### Congestion heat map

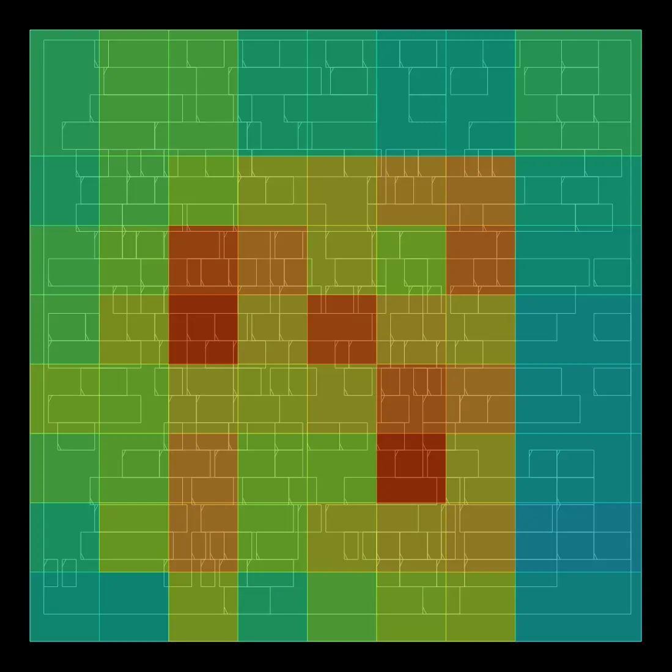
### Nets reached from selected ports

The bar under the picture is 20 um long.
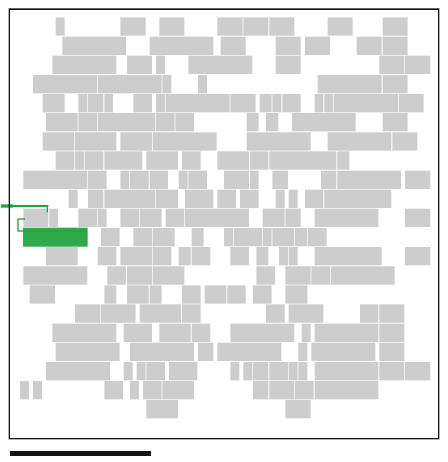
### Routed metal, one colour a layer

Only two layers are drawn.
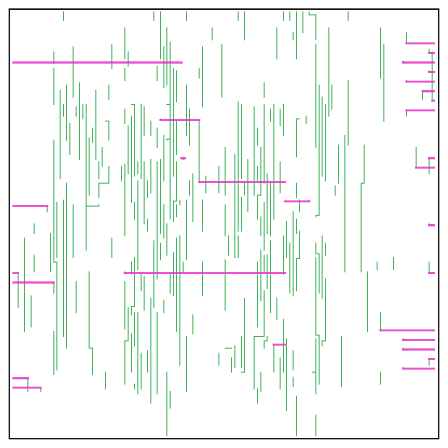
### Sequential cells coloured by netlist name

The bar under the picture is 20 um long. Other sequential cells in the stronger grey, the rest of the logic in the fainter grey.
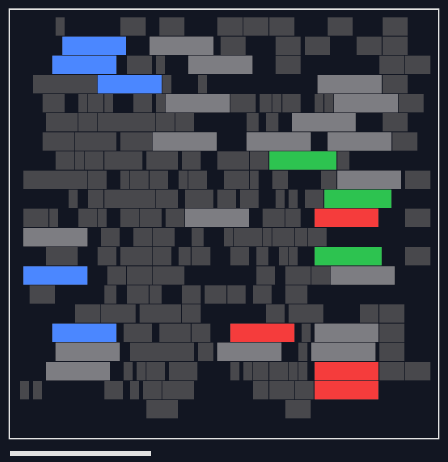
### The metal 1 layer

The bar under the picture is 20 um long. Supply wires on this layer in grey. Cells faint in the background.
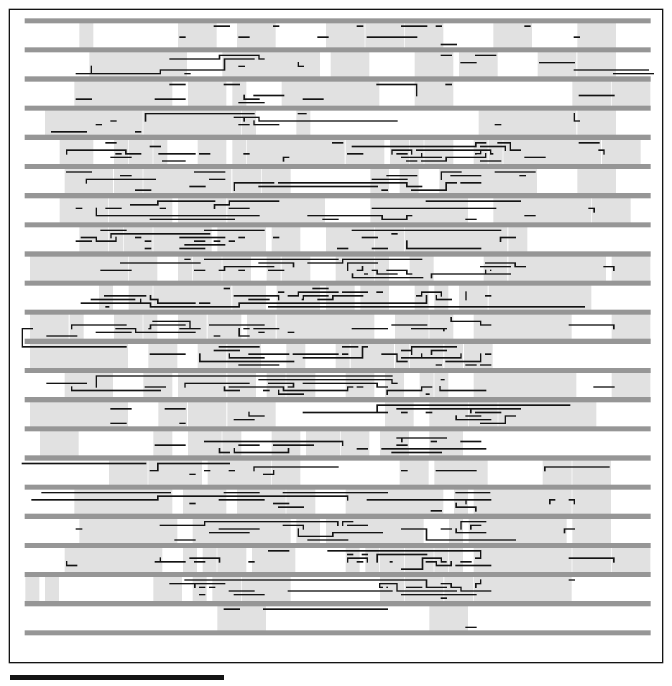
Design custom_ctrl_flat, sky130hd; sources not shown.
==> report_table.html <==
<h3>Flow metrics</h3>
<table>
<tr><th>Metric</th><th>Value</th></tr>
<tr><th colspan="2">STA</th></tr>
<tr><td>RSZ-0062 raised after global routing</td><td>yes</td></tr>
<tr><td>Final worst clock skew</td><td>6.04 ps</td></tr>
<tr><td>Time the worst path needs with I/O delays and setup</td><td>roughly 2800 ps</td></tr>
<tr><td>Minimum setup slack in the final design</td><td>-30.4 ps</td></tr>
<tr><td>Max-slew violation count</td><td>0</td></tr>
<tr><td>Upper clock frequency limit</td><td>353 MHz</td></tr>
<tr><td>Final setup violation count</td><td>1</td></tr>
<tr><td>Sum of negative setup slack</td><td>-30.4 ps</td></tr>
<tr><td>Share of the cycle needed by the critical path after routing</td><td>1.01</td></tr>
<tr><td>Final-report hold violation count</td><td>0</td></tr>
<tr><th colspan="2">Worst setup path</th></tr>
<tr><td>Category of cells accounting for the largest share of critical-path delay</td><td>adder cells</td></tr>
<tr><td>Number of gates on the worst path with buffers counted</td><td>12</td></tr>
<tr><td>Reg-to-reg slack, setup</td><td>-20 ps</td></tr>
<tr><td>Stage delay of the slowest cell on the critical path</td><td>approximately 500 ps</td></tr>
<tr><td>Crit path capture type</td><td>flop</td></tr>
<tr><td>Critical Path, Cell by Cell</td><td>clkdlybuf4s15_2 &gt; or3b_1 &gt; a21oi_2 &gt; a211oi_2 &gt; inv_1 &gt; fa_1 &gt; ha_2 &gt; inv_2 &gt; fa_2 &gt; xnor2_2 &gt; ha_1 &gt; nor2b_2</td></tr>
<tr><td>Largest fanout of any net on the critical path</td><td>4</td></tr>
<tr><td>Start-to-end type of the worst setup path</td><td>input pin to flop</td></tr>
<tr><td>Arrival time of the worst setup path</td><td>between 3000 and 4000 ps</td></tr>
<tr><td>Worst reg-to-reg path cell count</td><td>12</td></tr>
<tr><td>Critical path startpoint category</td><td>input pin</td></tr>
<tr><td>Slowest-stage cell, CP</td><td>fa_1</td></tr>
<tr><td>CP bufs+invs</td><td>3</td></tr>
<tr><th colspan="2">Detailed routing</th></tr>
<tr><td>Residual DRC</td><td>0</td></tr>
<tr><td>Detail-routed via count per cell</td><td>about 4.5</td></tr>
<tr><td>Antenna viol nets, final</td><td>0</td></tr>
<tr><td>Number of DRC markers after the initial detailed-route iteration</td><td>24</td></tr>
<tr><td>Number of iterations in the first detailed-routing pass</td><td>4</td></tr>
<tr><th colspan="2">Job</th></tr>
<tr><td>Number of maximum-capacitance violations</td><td>0</td></tr>
<tr><td>Count of tool warnings</td><td>36</td></tr>
<tr><th colspan="2">Logic synthesis</th></tr>
<tr><td>Most repeated cell in the gate-level netlist after synthesis</td><td>dfrtp_1</td></tr>
<tr><td>Leading post-synthesis cells by instance count</td><td>dfrtp_1, nor2_1, buf_4</td></tr>
<tr><td>Top FF cell, synth</td><td>dfrtp_1</td></tr>
<tr><td>Unique masters post-synth</td><td>39</td></tr>
<tr><td>Flops after synth</td><td>30</td></tr>
<tr><td>Yosys synthesis chip area</td><td>1490 um2</td></tr>
<tr><td>Cell area after synthesis</td><td>~1500 um2</td></tr>
<tr><td>Area share of the leading cell type in the synthesized netlist</td><td>0.504</td></tr>
<tr><td>Cell type contributing the most total cell area after synthesis</td><td>dfrtp_1</td></tr>
<tr><td>Seq share, synth</td><td>0.504</td></tr>
<tr><td>Synthesized instance count</td><td>132</td></tr>
<tr><td>Number of enable-type register cells in the synthesized netlist</td><td>0</td></tr>
<tr><td>Mean cell area of the mapped netlist</td><td>between 10 and 15 um2</td></tr>
<tr><td>Number of warnings issued by yosys</td><td>0</td></tr>
<tr><td>Number of cells in the yosys synthesis report</td><td>132</td></tr>
<tr><td>Share of async-settable or async-resettable flops after synthesis</td><td>1.00</td></tr>
<tr><td>Synth top area cells</td><td>dfrtp_1, ha_1, buf_4, nor2_1, inv_1</td></tr>
<tr><th colspan="2">Min path</th></tr>
<tr><td>Hold-critical path depth</td><td>2</td></tr>
<tr><td>Classification of the worst-slack hold path</td><td>flop to flop</td></tr>
<tr><th colspan="2">Outcome</th></tr>
<tr><td>Result of the run</td><td>complete, but fails checks</td></tr>
<tr><td>Violated checks</td><td>negative setup slack</td></tr>
<tr><th colspan="2">Global routing</th></tr>
<tr><td>Wire length of the first global-routing pass</td><td>4440 um</td></tr>
<tr><td>Initial antenna violation count</td><td>0</td></tr>
<tr><td>Maximum number of pins on one net before global-route repair</td><td>31</td></tr>
<tr><td>Global route overflow</td><td>0</td></tr>
<tr><td>Number of global-route vias before repair</td><td>1010</td></tr>
<tr><th colspan="2">Placement</th></tr>
<tr><td>Final Wtd Congestion</td><td>0.781</td></tr>
<tr><td>Pre-CTS WS</td><td>-704 ps</td></tr>
<tr><th colspan="2">Power and ir drop</th></tr>
<tr><td>Peak ir drop on the vdd network</td><td>0.705 mV</td></tr>
<tr><td>Total power density per cell area</td><td>1110 nW/um2</td></tr>
<tr><td>LEAKAGE</td><td>1.04 nW</td></tr>
<tr><th colspan="2">Die</th></tr>
<tr><td>Die Wd</td><td>about 61 um</td></tr>
<tr><td>CORE AREA</td><td>3340 um2</td></tr>
<tr><td>Site row count</td><td>21</td></tr>
<tr><td>Floorplan-stage core utilization</td><td>0.446</td></tr>
<tr><td>Total die size</td><td>3700 um2</td></tr>
<tr><td>Overall die height</td><td>~61 um</td></tr>
<tr><th colspan="2">Clocking</th></tr>
<tr><td>Number of clock buffers inserted by TritonCTS</td><td>5</td></tr>
<tr><td>Root cell of the clock tree</td><td>clkbuf_4</td></tr>
<tr><td>Clock Sink Count</td><td>30</td></tr>
<tr><td>Clock transition at the register clock pins on the worst setup and hold paths after CTS</td><td>90 ps</td></tr>
<tr><td>CTS tree</td><td>built</td></tr>
<tr><td># hold bufs at CTS</td><td>0</td></tr>
<tr><td>H-tree level count</td><td>2</td></tr>
<tr><th colspan="2">Final layout</th></tr>
<tr><td>Number of antenna cells inserted</td><td>0</td></tr>
<tr><td>Tally of filler cells in the layout</td><td>approximately 270</td></tr>
<tr><td>Share of cells above drive strength 1</td><td>0.371</td></tr>
<tr><td>Max FFs per register</td><td>5</td></tr>
<tr><td>Multi-input combinational cell area</td><td>~660 um2</td></tr>
<tr><td>Net total in the final layout</td><td>209</td></tr>
<tr><td>Area grow syn2layout</td><td>45.9%</td></tr>
</table>
-- 'Congestion heat map' (at the start) --
met3 track utilization from global routing: 0.0448
met1 Track Usage GR: 0.209
met2 track utilization from global routing: 0.283
WL per Instance: 11.7 um
Core Util, Final: 0.651

-- 'Nets reached from selected ports' (at the start) --
| port | colour | bits | direction | edge | end cells | buffers | wire |
|---|---|---|---|---|---|---|---|
| bus_mem_rd | green | 1 | output | left | 1 | 1 | 18.0 um |
tally of buffers added on design ports: 34
Boundary Pins: 38

-- 'Routed metal, one colour a layer' (at the start) --
| layer | colour | wire length |
|---|---|---|
| M3 | magenta | 132 um |
| M2 | green | 1380 um |
GRT Total Usage: 0.171
routed vias: 1086
Total Wirelength: 2810 um

-- 'Sequential cells coloured by netlist name' (at the start) --
| signal | colour | placed flops |
|---|---|---|
| u_core.state_q | green | 3 |
| u_core.bus.mem_addr | blue | 5 |
| u_core.bus.feature_en | red | 4 |
not coloured: 18
Power Sequential: 0.620 mW
footprint of the flip-flops and latches: 754 um2
proportion of cell area occupied by registers: 0.347

-- 'The metal 1 layer' (at the start) --
nets with wire on the layer: 171
main direction: horizontal

-- layout by cell type, fill, tap and decap left out, drive strengths merged --
cell type,instances
a211oi,2
a21oi,3
a22o,1
a32o,2
and3,2
buf,33
clkbuf,8
clkdlybuf4s15,1
clkdlybuf4s50,33
clkinv,1
conb,3
dfrtp,30
fa,2
ha,11
inv,12
mux2i,1
nand2,4
nand2b,6
nand3,3
nor2,15
nor2b,3
nor3,4
nor3b,1
o21a,1
o21ai,3
o21bai,1
o22ai,2
o31ai,1
o41ai,1
or2b,1
or3b,2
xnor2,1
-- through the flow --
step	utilization	hold WS, ps	total power, mW	instance area, um2	instances
CTS	0.622	579	2.28	2080	233
detailed placement	0.588	559	1.90	1960	222
global placement	0.588	552	1.86	1960	222
global route	0.651	606	2.61	2170	240
finish	0.651	576	2.42	2170	240
floorplan	-	404	1.35	1520	134
-- layer usage --
metal	wire length [um]	share of wire	up-vias	global-route usage
met1	1260	0.45	513	0.209
met3	132	0.047	6	0.0448
li1	-	-	538	-
met4	36	0.013	0	0.0779
met5	0	0	-	0
met2	1380	0.49	29	0.283
-- layout make-up --
cell class,instances,share of cell area
clock buffers,7,0.0253
multi-input cells,76,0.302
flip-flops and latches,30,0.347
repair buffers,68,0.275
clock inverters,1,0.00230
inverters,12,0.0207
well taps,46,0.0265
-- cell families after synthesis --
group           synth area share
compound gates            0.0866
xor+xnor                 0.00588
fa+ha+maj                  0.119
buf+inv                    0.120
flops                      0.504
mux                      0.00672
other cells              0.00252
simple gates               0.155
-- tightest hold or removal path, delay by kind of cell, from the launching register on --
kind / cells / cell delay (ps)
flip-flops: 1 / 360
buffers and inverters: 1 / 130
AND/OR/NAND/NOR: 1 / 50
-- where the power goes --
| part | switching (mW) | total (mW) | internal, mW |
|---|---|---|---|
| registers | 0.0735 | 0.620 | 0.546 |
| clock network | 0.143 | 0.264 | 0.121 |
| logic | 0.736 | 1.53 | 0.798 |
-- what timing repair did --
item                                    4_1_cts  5_1_grt
endpoints found under the setup margin        4        2
setup buffers                                 3        7
pin swaps                                     3        7
gates resized                                11       11
Power and IR drop assume default switching activity.
